$ cat src/rtl/seq_restoring_divider.sv
// Sequential restoring divider: 8-bit unsigned dividend by 4-bit unsigned
// divisor, one quotient bit per clock, MSB first. A zero divisor skips the
// iteration and reports quotient 8'hFF, remainder 0 with div_by_zero set.
module seq_restoring_divider (
  input  logic       clk,
  input  logic       rst_n,
  input  logic       start,
  input  logic [7:0] dividend,
  input  logic [3:0] divisor,
  output logic [7:0] quotient,
  output logic [3:0] remainder,
  output logic       busy,
  output logic       done,
  output logic       div_by_zero
);

  typedef enum logic [1:0] {IDLE, CALC, DONE} state_e;

  state_e      state_q, state_d;
  logic [7:0]  dvd_q, dvd_d;     // dividend bits still to consume; quotient bits shift in at LSB
  logic [3:0]  dvs_q, dvs_d;     // captured divisor
  logic [4:0]  prem_q, prem_d;   // partial remainder
  logic [2:0]  cnt_q, cnt_d;     // iteration counter
  logic [7:0]  quot_q, quot_d;
  logic [3:0]  rem_q, rem_d;
  logic        done_q, done_d;
  logic        dbz_q, dbz_d;

  logic        accept;
  logic        zero_publish;
  logic [4:0]  shifted;
  logic [4:0]  step;
  logic        qbit;

  // One restoring step: shift in the next dividend bit, subtract if it fits.
  always_comb begin
    shifted = {prem_q[3:0], dvd_q[7]};
    qbit    = (shifted >= {1'b0, dvs_q});
    step    = qbit ? (shifted - {1'b0, dvs_q}) : shifted;
  end

  // Next-state and datapath control.
  always_comb begin
    state_d = state_q;
    dvd_d   = dvd_q;
    dvs_d   = dvs_q;
    prem_d  = prem_q;
    cnt_d   = cnt_q;
    quot_d  = quot_q;
    rem_d   = rem_q;
    done_d  = 1'b0;
    dbz_d   = dbz_q;

    accept       = start && ((state_q == IDLE) || (state_q == DONE));
    // A zero-divisor operation spends its single DONE cycle publishing the
    // result, so done rises one edge after acceptance without touching CALC.
    zero_publish = (state_q == DONE) && (dvs_q == 4'd0);

    case (state_q)
      IDLE: ;
      CALC: begin
        prem_d = step;
        dvd_d  = {dvd_q[6:0], qbit};
        cnt_d  = cnt_q + 3'd1;
        if (cnt_q == 3'd7) begin
          state_d = DONE;
          quot_d  = {dvd_q[6:0], qbit};
          rem_d   = step[3:0];
          done_d  = 1'b1;
        end
      end
      DONE:    state_d = IDLE;
      default: state_d = IDLE;
    endcase

    if (accept) begin
      dvd_d   = dividend;
      dvs_d   = divisor;
      prem_d  = '0;
      cnt_d   = '0;
      dbz_d   = 1'b0;
      state_d = (divisor == 4'd0) ? DONE : CALC;
    end

    // Publishing the old zero-divisor result takes priority over the clear
    // from a back-to-back accept on the same edge.
    if (zero_publish) begin
      quot_d = '1;
      rem_d  = '0;
      dbz_d  = 1'b1;
      done_d = 1'b1;
    end
  end

  // State and datapath registers with asynchronous active-low reset.
  always_ff @(posedge clk or negedge rst_n) begin
    if (!rst_n) begin
      state_q <= IDLE;
      dvd_q   <= '0;
      dvs_q   <= '0;
      prem_q  <= '0;
      cnt_q   <= '0;
      quot_q  <= '0;
      rem_q   <= '0;
      done_q  <= 1'b0;
      dbz_q   <= 1'b0;
    end else begin
      state_q <= state_d;
      dvd_q   <= dvd_d;
      dvs_q   <= dvs_d;
      prem_q  <= prem_d;
      cnt_q   <= cnt_d;
      quot_q  <= quot_d;
      rem_q   <= rem_d;
      done_q  <= done_d;
      dbz_q   <= dbz_d;
    end
  end

  assign quotient    = quot_q;
  assign remainder   = rem_q;
  assign busy        = (state_q == CALC);
  assign done        = done_q;
  assign div_by_zero = dbz_q;

endmodule

$ cat config.mk
export PLATFORM = sky130hd
export DESIGN_NAME = seq_restoring_divider
export DESIGN_NICKNAME = d
export VERILOG_FILES = /design/src/rtl/seq_restoring_divider.sv
export SDC_FILE = /design/constraint.sdc
export NUM_CORES = 1
export LEC_CHECK = 0
export ABC_CLOCK_PERIOD_IN_PS = 4500
export CAP_MARGIN = 25
export CELL_PAD_IN_SITES_DETAIL_PLACEMENT = 0
export CELL_PAD_IN_SITES_GLOBAL_PLACEMENT = 2
export CORE_AREA = 2 2 70 72
export CTS_BUF_LIST = sky130_fd_sc_hd__clkbuf_4 sky130_fd_sc_hd__clkbuf_8
export DETAILED_ROUTE_END_ITERATION = 6
export DIE_AREA = 0 0 72 74
export PLACE_DENSITY = 0.83
export REMOVE_ABC_BUFFERS = 1
export SYNTH_ARGS = -nofsm -noshare
export SYNTH_HDL_FRONTEND = slang
export SYNTH_SLANG_ARGS = --single-unit
$ cat constraint.sdc
create_clock -name clk -period 4.5 [get_ports clk]
set_input_delay 0.9 -clock clk [delete_from_list [all_inputs] [get_ports clk]]
set_output_delay 0.9 -clock clk [all_outputs]
set_load 0.1 [all_outputs]
### Placed cells, one colour a class, run 1

The bar under the picture is 20 um long.
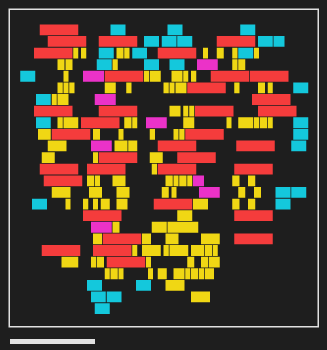
remaining buffers and delay cells: in cyan, cells 30, share of their area 15%. registers: in red, cells 35, share of their area 45%. clock drivers and dummy loads: in magenta, cells 8, share of their area 5.3%. remaining logic cells: in yellow, cells 116, share of their area 35%.
placeable core area: 4600 sq um
number of standard-cell rows in the floorplan: 25
sequential share of cell area: 43.2%

### The clock network, run 1

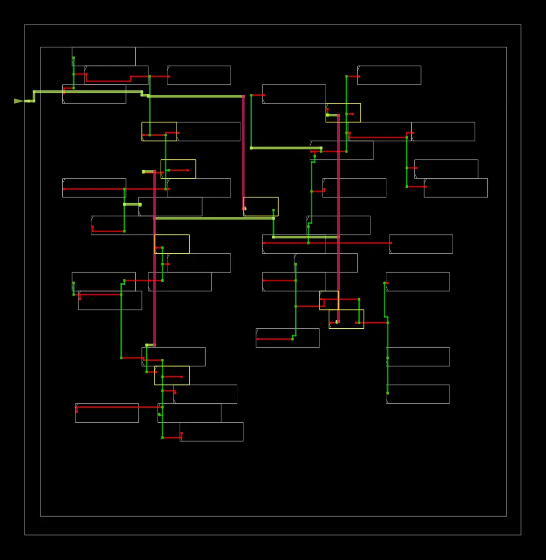
Max Clock Skew: 0.00786 ns
clk_buf instances: 7

==> impl_metrics.yaml, run 1 <==
# yosys + openroad results
status:
  result_of_the_run: "finished clean"
timing:
  worst_slew_pin_slew_ns: 0.970
  clock.fmax_mhz: 311
  maxSlewViolCount: 0
  summed_negative_setup_slack_over_all_endpoints_ns: 0
  post-route-min-period_ns: 3.22
  layout_worst_path_cycle_share_pct: 71.5
  slew_headroom_pct: 35.1
  finalHoldViolations: 0
  timing.hold.ws_ns: 0.503
final_layout:
  finalNonFillerCells: 243
  fill_cells: 453
  finish.net_count: 210
  final_layout_size_suffix_gt1_share_pct: 8.99
  area_growth_synth_to_finish_pct: 28.0
  total_inserted_antenna_cells: 0
  layout_top_cells: "sky130_fd_sc_hd__dfrtp_1 (35), sky130_fd_sc_hd__clkdlybuf4s50_1 (29), sky130_fd_sc_hd__nand2_1 (27)"
  layout_top_cell: "sky130_fd_sc_hd__dfrtp_1"
  fin_area_sq_um: 2030
  final_core_density_pct: 44.1
synth:
  synth_top_cell_by_area: "sky130_fd_sc_hd__dfrtp_1"
  synth.yosys.num_cells: 157
  synth.yosys.chip_area_sq_um: 1580
  synth_flop_count: 35
  topCombFamilyByArea: "simple AND/OR/NAND/NOR gates"
  post_synthesis_share_of_cell_area_spent_on_xor_and_xnor_gates_pct: 0.553
  yosys-mux-area-fraction_pct: 2.61
  synthDistinctLibCells: 33
  synthesis.area_sq_um: 1580
  post_synth.cell_area_avg_sq_um: 10.1
  synth_area_in_simple_gates_pct: 16.2
  synth.top_cell.area_share_pct: 55.3
  synthAoiAreaFrac_pct: 15.8
  synth-adder-area-share_pct: 6.00
  synth_async_sr_flop_share_pct: 100
  synth.yosys.seq_area_share_pct: 55.3
  post_synth_main_area_contributors: "sky130_fd_sc_hd__dfrtp_1 (55%), sky130_fd_sc_hd__nand2_1 (6.4%), sky130_fd_sc_hd__ha_1 (4.7%)"
placed_design:
  dpl_cell_area_sq_um: 1920
  place_congestion: 0.769
  place_hpwl_um: 2420
  placed_cells: 235
  portBuffers: 29
  post-place-ws_ns: 1.59
worst_setup_path:
  crit_required_ns: 3.60
  reg2regPathDepth: 5
  crit_path_cell_trace: "nand2b_2, inv_2, clkdlybuf4s50_1"
  timing.reg2reg.setup_slack_ns: 2.47
  critPathTopFamily: "buffers and inverters"
  origin_of_the_worst_setup_path: "state_q[1]"
  critical_path_arrival_ns: 2.32
  rr_endpoint: "remainder[0]"
  timing.critical_path.to: "busy"
  cp_slowest_cell: "sky130_fd_sc_hd__clkdlybuf4s50_1"
  timing.critical_path.slowest_cell_delay_ns: 1.19
  critical_path_peak_fanout: 16
  reg_to_reg_critical_path_startpoint: "state_q[1]"
route:
  m1WireLength_um: 1520
  via_per_inst: 4.99
  detail_route.first_pass.iterations: 4
  wire_per_inst_um: 13.7
  route.detailed.drc: 0
  routed-wl-met3_um: 135
  postRouteWirelength_um: 3340
  initialDrtViolationCount: 72
  met2_layer_wire_length_in_the_routed_design_um: 1620
  dr_total_vias: 1212
  drt.antenna.violating_nets: 0
floorplanning:
  die_y_um: 74
  initial_utilization_pct: 34.4
  design.portCount: 30
  floorplan.die.width_um: 72
  floorplan.die_area_sq_um: 5330
clock_tree:
  cts.htree.levels: 2
  path_clk_slew_ns: 0.07
  cts_hold_buffers: 0
  post-cts-setup-buffers: 0
  tritoncts: "built"
  clkSinkCount: 35
  clk-insertion-delay-late_ns: 0.29
  cts-resized-gates: 0
  clock_tree_buffer_depth: 2
  cts_root_buf: "sky130_fd_sc_hd__clkbuf_8"
  cts_made_buffers: 5
global_routing:
  grt-ovfl-total: 0
  grt_usage_pct: 14.0
  fraction_of_met2_tracks_used_by_global_routing_pct: 23.3
  groute.layer.met1.usage_pct: 17.4
  grt_max_degree: 36
  grt_first_pass_wirelength_um: 5560
  first_global_vias: 1144
  antenna_found_initial: 0
worst_hold_path:
  timing.hold.worst.class: "flop to flop"
flow_run:
  warnings: 25
### Pin map, run 1

Pins as bars across the die edge, other pins in grey.
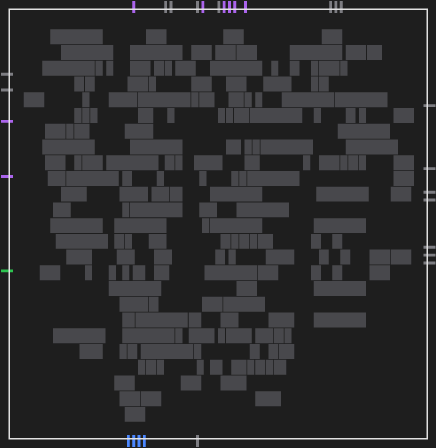
divisor: in blue, pins 4, direction input, edge bottom. dividend: in purple, pins 8, direction input, edge 6 top, 2 left. start: in green, pins 1, direction input, edge left.
All pins by edge: 13 top, 7 right, 5 left, 5 bottom.

==> run 1: flip-flops by register name, indices dropped and copies added, names as in the netlist, 2 cells and up <==
register   cells
state_q        2
dvd_q          8
prem_q         4
cnt_q          3
dvs_q          4
remainder      4
quotient       8
==> run 1: Yosys cell counts, drive strengths merged, types with 2 or more instances <==
| cell type | n |
|---|---|
| inv | 8 |
| o21ai | 14 |
| nor3 | 2 |
| a22o | 3 |
| dfrtp | 35 |
| a21oi | 8 |
| clkbuf | 3 |
| mux2i | 3 |
| nand2 | 27 |
| ha | 6 |
| buf | 3 |
| nand2b | 2 |
| nor4 | 2 |
| nor2 | 17 |
| nand3 | 3 |
| nand3b | 2 |
| a22oi | 7 |
==> run 1: final cells by class <==
class                           count  area, sq um  area share, %
Clock buffer                        7         96.3           4.75
Multi-Input combinational cell    108          652           32.2
Inverter                            8         30.0           1.48
Tap cell                           54         67.6           3.33
Timing Repair Buffer               30          298           14.7
Sequential cell                    35          876           43.2
Clock inverter                      1         7.51          0.370
==> run 1: how the worst min path moves through the flow <==
stage	from	to	slack [ns]	depth (start not counted)
floorplan	cnt_q[0]	cnt_q[0]	0.46	1
global placement	remainder[3]	remainder[3]	0.49	2
detailed placement	remainder[3]	remainder[3]	0.49	2
CTS	remainder[3]	remainder[3]	0.51	2
global route	cnt_q[1]	cnt_q[1]	0.53	1
finish	remainder[3]	remainder[3]	0.50	2
==> run 1: tightest hold or removal path, stage by stage, from the launching register on <==
cell and delay, ns:
sky130_fd_sc_hd__dfrtp_1 0.34, sky130_fd_sc_hd__nand3_1 0.06, sky130_fd_sc_hd__o21ai_0 0.07
### Drive-strength map, run 1

The bar under the picture is 20 um long.
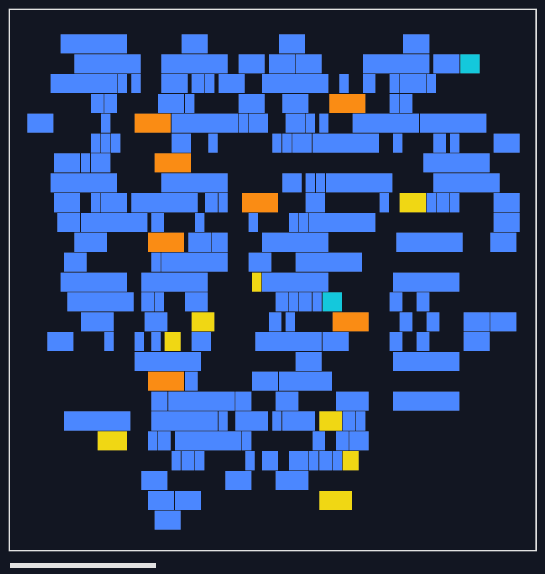

==> inputs of run 2 (changes only) <==
--- a/config.mk
+++ b/config.mk
@@ -5,15 +5,15 @@
 export SDC_FILE = /design/constraint.sdc
 export NUM_CORES = 1
 export LEC_CHECK = 0
-export ABC_CLOCK_PERIOD_IN_PS = 4500
+export ABC_CLOCK_PERIOD_IN_PS = 3300
 export CAP_MARGIN = 25
 export CELL_PAD_IN_SITES_DETAIL_PLACEMENT = 0
 export CELL_PAD_IN_SITES_GLOBAL_PLACEMENT = 2
-export CORE_AREA = 2 2 70 72
+export CORE_AREA = 2 2 73 75
 export CTS_BUF_LIST = sky130_fd_sc_hd__clkbuf_4 sky130_fd_sc_hd__clkbuf_8
 export DETAILED_ROUTE_END_ITERATION = 6
-export DIE_AREA = 0 0 72 74
-export PLACE_DENSITY = 0.83
+export DIE_AREA = 0 0 75 77
+export PLACE_DENSITY = 0.77
 export REMOVE_ABC_BUFFERS = 1
 export SYNTH_ARGS = -nofsm -noshare
 export SYNTH_HDL_FRONTEND = slang
==> constraint.sdc (replaced) <==
create_clock -name clk -period 3.3 [get_ports clk]
set_input_delay 0.66 -clock clk [delete_from_list [all_inputs] [get_ports clk]]
set_output_delay 0.66 -clock clk [all_outputs]
set_load 0.1 [all_outputs]
### Drive-strength map, run 2

The bar under the picture is 20 um long.
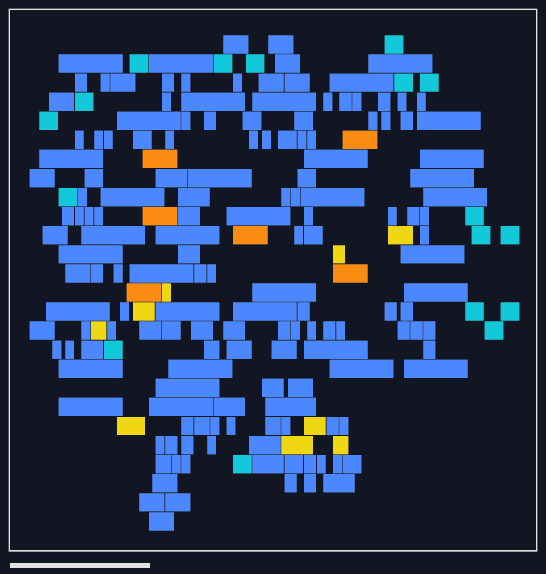
x1 and smaller: in blue, cells 157, share 83%. x6 and larger: in orange, cells 6, share 3.2%. x2: in yellow, cells 9, share 4.8%. x3 and x4: in cyan, cells 17, share 9.0%.

==> impl_metrics.yaml, run 2 <==
# yosys + openroad results
timing:
  summed_negative_setup_slack_over_all_endpoints_ns: 0
  clock.fmax_mhz: 458
  grt_setup_unrepaired: "no"
  slew_headroom_pct: 35.2
  worst_slew_pin_slew_ns: 0.969
  maxSlewViolCount: 0
  finalHoldViolations: 0
  clock-skew-final_ns: 0.00742
  layout_worst_path_cycle_share_pct: 66.1
  post-route-min-period_ns: 2.18
  timing.hold.ws_ns: 0.507
  report.final.setup_viol: 0
synth:
  synth_top_cell_by_count: "sky130_fd_sc_hd__dfrtp_1"
  yosys_most_used_dff: "sky130_fd_sc_hd__dfrtp_1"
  enable_flop_cells: 0
  synthDistinctLibCells: 33
  synth.yosys.seq_area_share_pct: 55.3
  synth_area_in_simple_gates_pct: 16.2
  topCombFamilyByArea: "simple AND/OR/NAND/NOR gates"
  synth.yosys.num_cells: 157
  synthesized_instance_count: 157
  synth.yosys.chip_area_sq_um: 1580
  synth.top_cell.area_share_pct: 55.3
  yosys-mux-area-fraction_pct: 2.61
  synthAoiAreaFrac_pct: 15.8
  synth-adder-area-share_pct: 6.00
  synth_top_cell_by_area: "sky130_fd_sc_hd__dfrtp_1"
  ys_top_cells_by_count: "sky130_fd_sc_hd__dfrtp_1 (35), sky130_fd_sc_hd__nand2_1 (27), sky130_fd_sc_hd__nor2_1 (16)"
  post_synthesis_share_of_cell_area_spent_on_xor_and_xnor_gates_pct: 0.553
  post_synth_main_area_contributors: "sky130_fd_sc_hd__dfrtp_1 (55%), sky130_fd_sc_hd__nand2_1 (6.4%), sky130_fd_sc_hd__ha_1 (4.7%)"
  synth_flop_count: 35
  synthesis.area_sq_um: 1580
  post_synth.cell_area_avg_sq_um: 10.1
  synth_async_sr_flop_share_pct: 100
  number_of_warning_messages_in_the_yosys_log: 0
global_routing:
  grt_first_pass_wirelength_um: 5670
  grt_usage_pct: 12.9
  gr-max-usage-layer: "met2"
  grt_max_degree: 36
  fraction_of_met2_tracks_used_by_global_routing_pct: 19.7
  antenna_found_initial: 0
  grt-ovfl-total: 0
  met3_track_utilization_from_global_routing_pct: 3.55
  first_global_vias: 1198
  groute.layer.met1.usage_pct: 17.7
worst_setup_path:
  worst-path-buf-inv: 2
  crit_required_ns: 2.64
  critPathTopFamily: "buffers and inverters"
  critical_path_peak_fanout: 16
  crit_path_cell_trace: "nand2b_2, inv_2, buf_4"
  critical_path_arrival_ns: 1.52
  timing.critical_path.slowest_cell_delay_ns: 0.39
  criticalPathCategory: "flop to output port"
  cp_slowest_cell: "sky130_fd_sc_hd__dfrtp_1"
  startpoint_type: "flop"
  crit_path_end_kind: "output port"
worst_hold_path:
  timing.hold.worst.class: "flop to flop"
final_layout:
  total_inserted_antenna_cells: 0
  final_layout_size_suffix_gt1_share_pct: 16.9
  layout_top_cell: "sky130_fd_sc_hd__dfrtp_1"
  finish.net_count: 211
  layout_top_cells: "sky130_fd_sc_hd__dfrtp_1 (35), sky130_fd_sc_hd__nand2_1 (27), sky130_fd_sc_hd__buf_4 (17)"
  area_growth_synth_to_finish_pct: 26.3
  final_core_density_pct: 40.2
route:
  route.top_layer_used: "met4"
  postRouteWirelength_um: 3510
  initialDrtViolationCount: 29
  via_per_inst: 4.72
  wire_per_inst_um: 13.6
  routed-wl-met3_um: 203
  route.detailed.drc: 0
  dr_total_vias: 1223
  met2_layer_wire_length_in_the_routed_design_um: 1690
  drt.antenna.violating_nets: 0
  m1WireLength_um: 1590
  detail_route.first_pass.iterations: 4
clock_tree:
  cts-resized-gates: 0
  cts_root_buf: "sky130_fd_sc_hd__clkbuf_8"
  path_clk_slew_ns: 0.07
  cts.htree.levels: 2
  cts_hold_buffers: 0
  clock_tree_buffer_depth: 2
  tritoncts: "built"
  post-cts-setup-buffers: 0
placed_design:
  place_congestion: 0.697
  place_hpwl_um: 2530
  portBuffers: 29
floorplanning:
  core_area_sq_um: 4980
  std_cell_rows: 26
  floorplan.die_area_sq_um: 5780
  design.portCount: 30
  initial_utilization_pct: 31.8
  die_y_um: 77
  floorplan.die.width_um: 75
status:
  result_of_the_run: "finished clean"
flow_run:
  max_capacitance_violation_count: 0
  warnings: 25
### The clock network, run 2

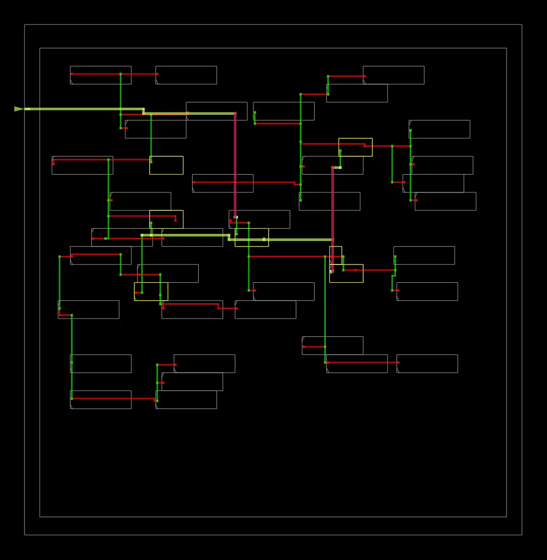
clk_buf instances: 6
Inserted Clock Buffers: 5
Clk Latency, worst-skew pair: 0.28 ns
total number of clock tree sinks: 35
seq_cells: 35

-- run 2: cells by family after synthesis --
| family | after synthesis |
|---|---|
| and+or+nand+nor | 58 |
| buffers and inverters | 14 |
| xor gates and xnor gates | 1 |
| AOI/OAI and AO/OA | 38 |
| DFF | 35 |
| adders and majority gates | 7 |
| muxes | 4 |
-- run 2: worst paths after layout --
| kind | from | to | slack [ns] | cells past startpoint |
|---|---|---|---|---|
| min reg2reg | remainder[3] | remainder[3] | 0.51 | 2 |
| max reg2reg | state_q[1] | remainder[0] | 1.20 | 5 |
| min in group asynchronous | rst_n | quotient[6] | 0.79 | 2 |
| max in group asynchronous | rst_n | remainder[2] | 2.19 | 2 |
| max | state_q[1] | busy | 1.12 | 3 |
| min | remainder[3] | remainder[3] | 0.51 | 2 |
-- run 2: final cells by class --
class / instances / area, sq um
fill: 504 / 2980
multi-input combinational: 108 / 652
clock inverter: 1 / 5.00
inverter: 8 / 30.0
tap: 70 / 87.6
sequential: 35 / 876
clock buffer: 6 / 82.6
timing repair buffer: 31 / 268
-- run 2: per-stage QoR --
step | std cells | worst slack, ns | area, sq um
after detailed placement | 252 | 1.04 | 1910
after floorplan | 151 | 1.18 | 1560
after global placement | 252 | 1.11 | 1910
final | 259 | 1.12 | 2000
after global routing | 259 | 1.06 | 2000
after CTS | 259 | 1.12 | 2000
### Pin map, run 2

Pins as bars across the die edge, other pins in grey.
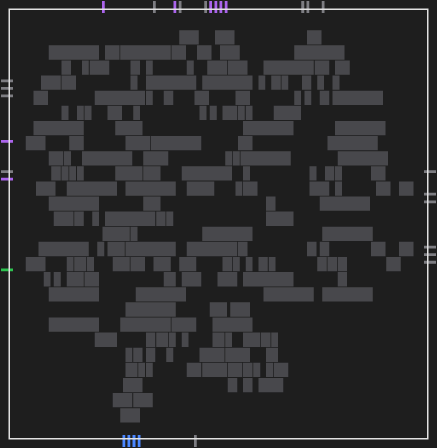

==> inputs of run 3 (changes only) <==
--- a/config.mk
+++ b/config.mk
@@ -5,7 +5,7 @@
 export SDC_FILE = /design/constraint.sdc
 export NUM_CORES = 1
 export LEC_CHECK = 0
-export ABC_CLOCK_PERIOD_IN_PS = 3300
+export ABC_CLOCK_PERIOD_IN_PS = 2100
 export CAP_MARGIN = 25
 export CELL_PAD_IN_SITES_DETAIL_PLACEMENT = 0
 export CELL_PAD_IN_SITES_GLOBAL_PLACEMENT = 2
==> constraint.sdc (replaced) <==
create_clock -name clk -period 2.1 [get_ports clk]
set_input_delay 0.42 -clock clk [delete_from_list [all_inputs] [get_ports clk]]
set_output_delay 0.42 -clock clk [all_outputs]
set_load 0.1 [all_outputs]
### Pin map, run 3

Pins as bars across the die edge, other pins in grey.
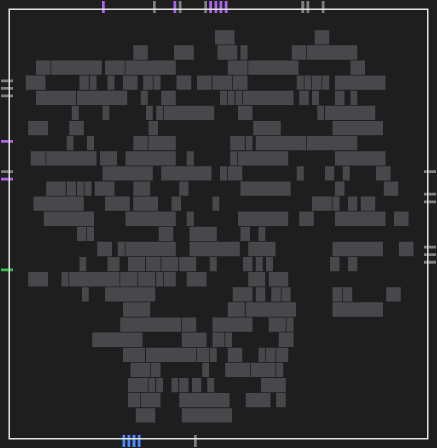
start: in green, pins 1, direction input, edge left. dividend: in purple, pins 8, direction input, edge 6 top, 2 left. divisor: in blue, pins 4, direction input, edge bottom.
overall die height: 77 um
count of input and output buffers: 29
Die X: 75 um

### Clock distribution, run 3

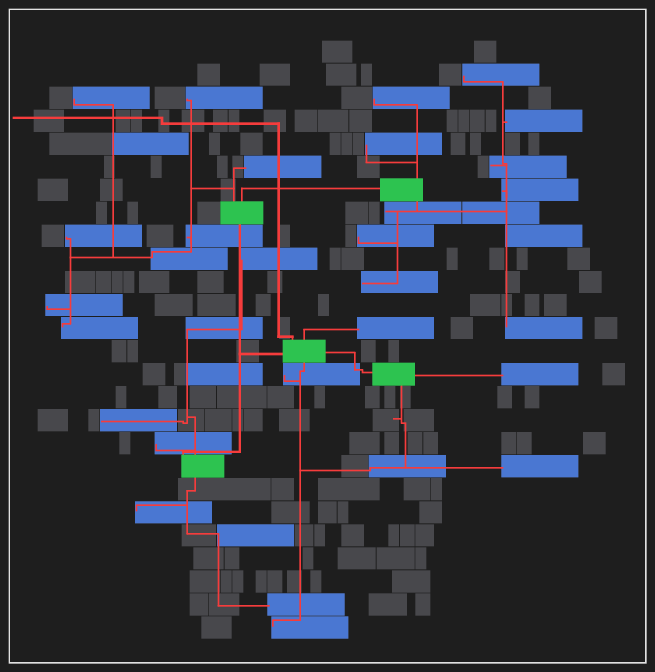
clock-net drivers: in green, count 5. flip-flops: in blue, count 35. clock wires: in red, length 501 um.
There are 6 routed clock nets.
Clk Latency, worst-skew pair: 0.29 ns
Max Clock Skew: 0.00293 ns

==> impl_metrics.yaml, run 3 <==
# yosys + openroad results
route:
  wire_per_inst_um: 13.7
  detail_route.first_pass.iterations: 4
  initialDrtViolationCount: 92
  dr_total_vias: 1259
  postRouteWirelength_um: 3620
  via_per_inst: 4.79
  route.detailed.drc: 0
  drt.antenna.violating_nets: 0
synth:
  synth_top_cell_by_area: "sky130_fd_sc_hd__dfrtp_1"
  synthesized_instance_count: 157
  synth.yosys.num_cells: 157
  synthesis.area_sq_um: 1580
  ys_top_cells_by_count: "sky130_fd_sc_hd__dfrtp_1 (35), sky130_fd_sc_hd__nand2_1 (27), sky130_fd_sc_hd__nor2_1 (16)"
  synth_async_sr_flop_share_pct: 100
  synth.top_cell.area_share_pct: 55.3
  number_of_warning_messages_in_the_yosys_log: 0
  synthDistinctLibCells: 33
  enable_flop_cells: 0
  synth_flop_count: 35
  yosys_most_used_dff: "sky130_fd_sc_hd__dfrtp_1"
  post_synth.cell_area_avg_sq_um: 10.1
  synth.yosys.seq_area_share_pct: 55.3
  synth.yosys.chip_area_sq_um: 1580
  synth_top_cell_by_count: "sky130_fd_sc_hd__dfrtp_1"
  post_synth_main_area_contributors: "sky130_fd_sc_hd__dfrtp_1 (55%), sky130_fd_sc_hd__nand2_1 (6.4%), sky130_fd_sc_hd__ha_1 (4.7%)"
timing:
  finalHoldViolations: 0
  grt_setup_unrepaired: "no"
  slew_headroom_pct: 37.9
  maxSlewViolCount: 0
  timing.hold.ws_ns: 0.498
  post-route-min-period_ns: 1.89
  worst_slew_pin_slew_ns: 0.928
  layout_worst_path_cycle_share_pct: 89.9
  clock.fmax_mhz: 530
  summed_negative_setup_slack_over_all_endpoints_ns: 0
  report.final.setup_viol: 0
  final_critical_path_setup_slack_ns: 0.212
worst_setup_path:
  timing.reg2reg.setup_slack_ns: 0.26
  reg_to_reg_critical_path_startpoint: "dvd_q[7]"
  startpoint_type: "flop"
  rr_endpoint: "remainder[1]"
  critical_path_arrival_ns: 1.47
  reg2regPathDepth: 7
  crit_path_end_kind: "output port"
  crit_required_ns: 1.68
  critical_path_peak_fanout: 10
  criticalPathCategory: "flop to output port"
global_routing:
  antenna_found_initial: 0
  grt_first_pass_wirelength_um: 6240
  first_global_vias: 1299
  grt_usage_pct: 14.4
  grt_max_degree: 36
  grt-ovfl-total: 0
final_layout:
  finish.net_count: 214
  final_core_density_pct: 41.4
  layout_top_cell: "sky130_fd_sc_hd__dfrtp_1"
  layout_top_cells: "sky130_fd_sc_hd__dfrtp_1 (35), sky130_fd_sc_hd__nand2_1 (27), sky130_fd_sc_hd__buf_4 (19)"
  area_growth_synth_to_finish_pct: 30.1
  finalNonFillerCells: 263
  total_inserted_antenna_cells: 0
  fin_area_sq_um: 2060
  final_layout_size_suffix_gt1_share_pct: 18.7
clock_tree:
  cts_root_buf: "sky130_fd_sc_hd__clkbuf_8"
  cts-resized-gates: 0
  tritoncts: "built"
  path_clk_slew_ns: 0.07
  cts_hold_buffers: 0
  cts.htree.levels: 2
  clkSinkCount: 35
  clock_tree_buffer_depth: 2
  post-cts-setup-buffers: 0
  cts_made_buffers: 5
placed_design:
  place_hpwl_um: 2650
  place_congestion: 0.763
  dpl_cell_area_sq_um: 1950
  post-place-ws_ns: 0.118
  placed_cells: 255
status:
  result_of_the_run: "finished clean"
worst_hold_path:
  hold_path_end: "remainder[3]"
  timing.hold.worst_path_depth: 2
  timing.hold.worst.start: "remainder[3]"
  timing.hold.worst.class: "flop to flop"
floorplanning:
  core_area_sq_um: 4980
  std_cell_rows: 26
  floorplan.die_area_sq_um: 5780
  design.portCount: 30
  initial_utilization_pct: 31.8
flow_run:
  max_capacitance_violation_count: 0
  warnings: 25
-- run 3: cell type report --
cell class	count	area, sq um
Tap cell	70	87.6
Clock inverter	3	43.8
Sequential cell	35	876
Multi-Input combinational cell	108	652
Timing Repair Buffer	34	303
Clock buffer	5	68.8
Inverter	8	30.0
Fill cell	505	2920
-- run 3: worst max-delay path by stage --
stage | end | slack (ns) | cells after the start | startpoint
2_1_floorplan | remainder[0] | -0.02 | 5 | state_q[1]
3_3_place_gp | prem_q[0] | 0.15 | 5 | start
3_5_place_dp | prem_q[0] | 0.12 | 5 | start
4_1_cts | busy | 0.20 | 4 | state_q[1]
5_1_grt | prem_q[1] | 0.11 | 7 | dvd_q[7]
6_report | busy | 0.21 | 4 | state_q[1]
-- run 3: per-layer routing --
metal	global-route usage, %	share of wire [%]	up-vias
met5	0	0	-
met4	7.50	2.3	0
met3	3.55	4.8	9
li1	-	-	612
met2	23.2	48	34
met1	17.4	45	604
-- run 3: cell families after synthesis --
| family | share of synthesized area [%] |
|---|---|
| AOI/OAI and AO/OA | 15.8 |
| xor gates and xnor gates | 0.553 |
| adders and majority gates | 6.00 |
| buffers and inverters | 3.55 |
| DFF | 55.3 |
| muxes | 2.61 |
| and+or+nand+nor | 16.2 |
-- run 3: worst max-delay path, stage by stage, from the launching register on --
cell and delay, ns:
sky130_fd_sc_hd__dfrtp_1 0.39, sky130_fd_sc_hd__nand2b_2 0.24, sky130_fd_sc_hd__inv_2 0.17, sky130_fd_sc_hd__buf_4 0.20, sky130_fd_sc_hd__buf_12 0.18
